==> config.mk <==
export PLATFORM = sky130hd
export DESIGN_NAME = seg7_scan_driver_flat
export DESIGN_NICKNAME = d
export VERILOG_FILES = /design/src/rtl/seg7_scan_if.sv /design/src/rtl/seg7_scan_driver.sv /design/src/flat_wrapper.sv
export SDC_FILE = /design/constraint.sdc
export NUM_CORES = 1
export LEC_CHECK = 0
export CAP_MARGIN = 5
export CORE_AREA = 2 2 83 85
export DETAILED_ROUTE_END_ITERATION = 8
export DIE_AREA = 0 0 85 87
export PLACE_DENSITY = 0.64
export SYNTH_ARGS = -nofsm -noshare
export SYNTH_HDL_FRONTEND = slang
export SYNTH_SLANG_ARGS = --single-unit
==> constraint.sdc <==
create_clock -name clk -period 4.1 [get_ports clk]
set_input_delay 1.23 -clock clk [delete_from_list [all_inputs] [get_ports clk]]
set_output_delay 1.23 -clock clk [all_outputs]
set_load 0.01 [all_outputs]
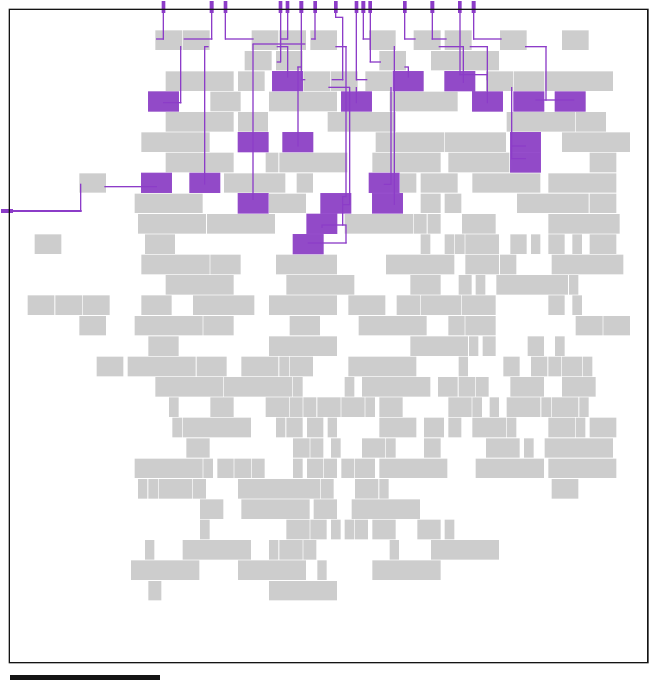
port_nets.png
Bar = 20 um.
- purple: `bus_bcd_in` (direction input; end cells 20; buffers 16; wire 341 um)
Top Ports: 34
# port buffers: 33

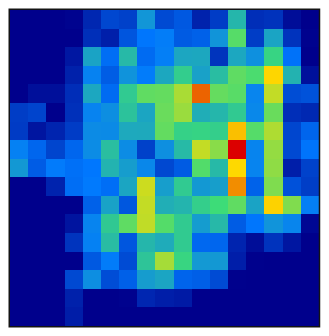
wire_density.png
The die is cut into 17 by 17 equal tiles; dark blue is low, red is high, scaled to the fullest tile. Values are wire area over tile area, all layers added.
- tiles over half the peak: 13%
- fullest tile: 0.43
- mean over tiles: 0.099
- nearly empty tiles: 27%
final WL: 4690 um
total track usage: 0.134
drt wl/cell: 14.5 um

==> reports/results.ini <==
[run_status]
outcome=finished clean

[cells_and_area]
n_sequential_cell=51
comb_cells=144
inverters=7
mi_logic_area_um2=1180
buffers_excl_clock=34
nFillCells=588
comb-cell-share=0.389
biggestCellCategory=sequential cells
final_util=0.461
drive_above_1_share=0.230
final_net_count=277
clkbuf_count=5
seq_area_frac=0.423
layout_top_cell=dfrtp_1

[pwr]
clkPwrFrac=0.215
ir_drop_v=0.000306
finalPower_mw=1.60
p_leak_nw=1.22
intPower_mw=1.13

[yosys]
adder_share=0.0498
largest_area_cell=dfrtp_1
ys_sh_aoi=0.0478
synth_stat.cells=208
synth.top_cells.by_count=47 x dfrtp_1, 32 x mux2_2, 25 x nor2_1, 11 x nand3_1
logic_family=multiplexers
synth-edff-count=0
synthArstFlopShare=1.00
synth_warnings=0
yosys_area_um2=2510
fp_nets=242
synth_top_area_share=0.468
numSynthFlops=51

[cts]
post-cts-setup-buffers=0
cts_tree=done
ctsHoldBuffers=0
cts-root-buf=clkbuf_8
clock_path_buffers=2
clk_latency_ps=310
numCtsBuffers=5
post_cts_resized=0

[placement]
dpl_cell_area_um2=2920
dpl.cell_count=316

[routing]
viasPerCell=5.10
dr.pass1.iters=4
drc_errors=0
drtIter0Drc=81
detail-route-antenna-nets=0

[final_timing]
worst_pin_slew_ps=908
post-route-period-util=0.704
hold_violations=0
slew_headroom=0.393
final_max_slew_viol_count=0
clock-skew-final_ps=12.6
setup_tns_ps=0
setup_ws_ps=1210
setup_viol=0
rsz0062_at_grt=false

[critical_path]
required_ps=4290
critical-path-top-delay-family=buffers and inverters
crit_path_top_delay_cell=clkdlybuf4s50_1
max_stage_delay_ps=700
crit_chain=clkdlybuf4s50_1 -> nand2_1 -> mux2_2
r2r_setup_slack_ps=1830
worstSetupStartpointType=primary input

[floorplanning]
die_h_um=87
taps=80
die_w_um=85
dieArea_um2=7400
fp_util=0.383
rows=30

[global_routing]
antenna_found_initial=0
grt_pass1_vias=1664
grt_overflow=0

[run]
tool_warnings=33

power groups by stage:
stage	registers [mW]	logic (mW)	clock network, mW
floorplan	0.733	0.364	0
global placement	0.760	0.503	0
detailed placement	0.764	0.511	0
CTS	0.753	0.513	0.357
global route	0.772	0.554	0.376
finish	0.752	0.506	0.345
metal layers:
metal | GRT usage | vias up | share of wire
li1 | - | 810 | -
met1 | 0.183 | 801 | 0.48
met2 | 0.212 | 30 | 0.46
met3 | 0.0265 | 11 | 0.032
met4 | 0.0534 | 0 | 0.026
met5 | 0 | - | 0
No activity file was given, so power comes from the tool's default toggle rates.
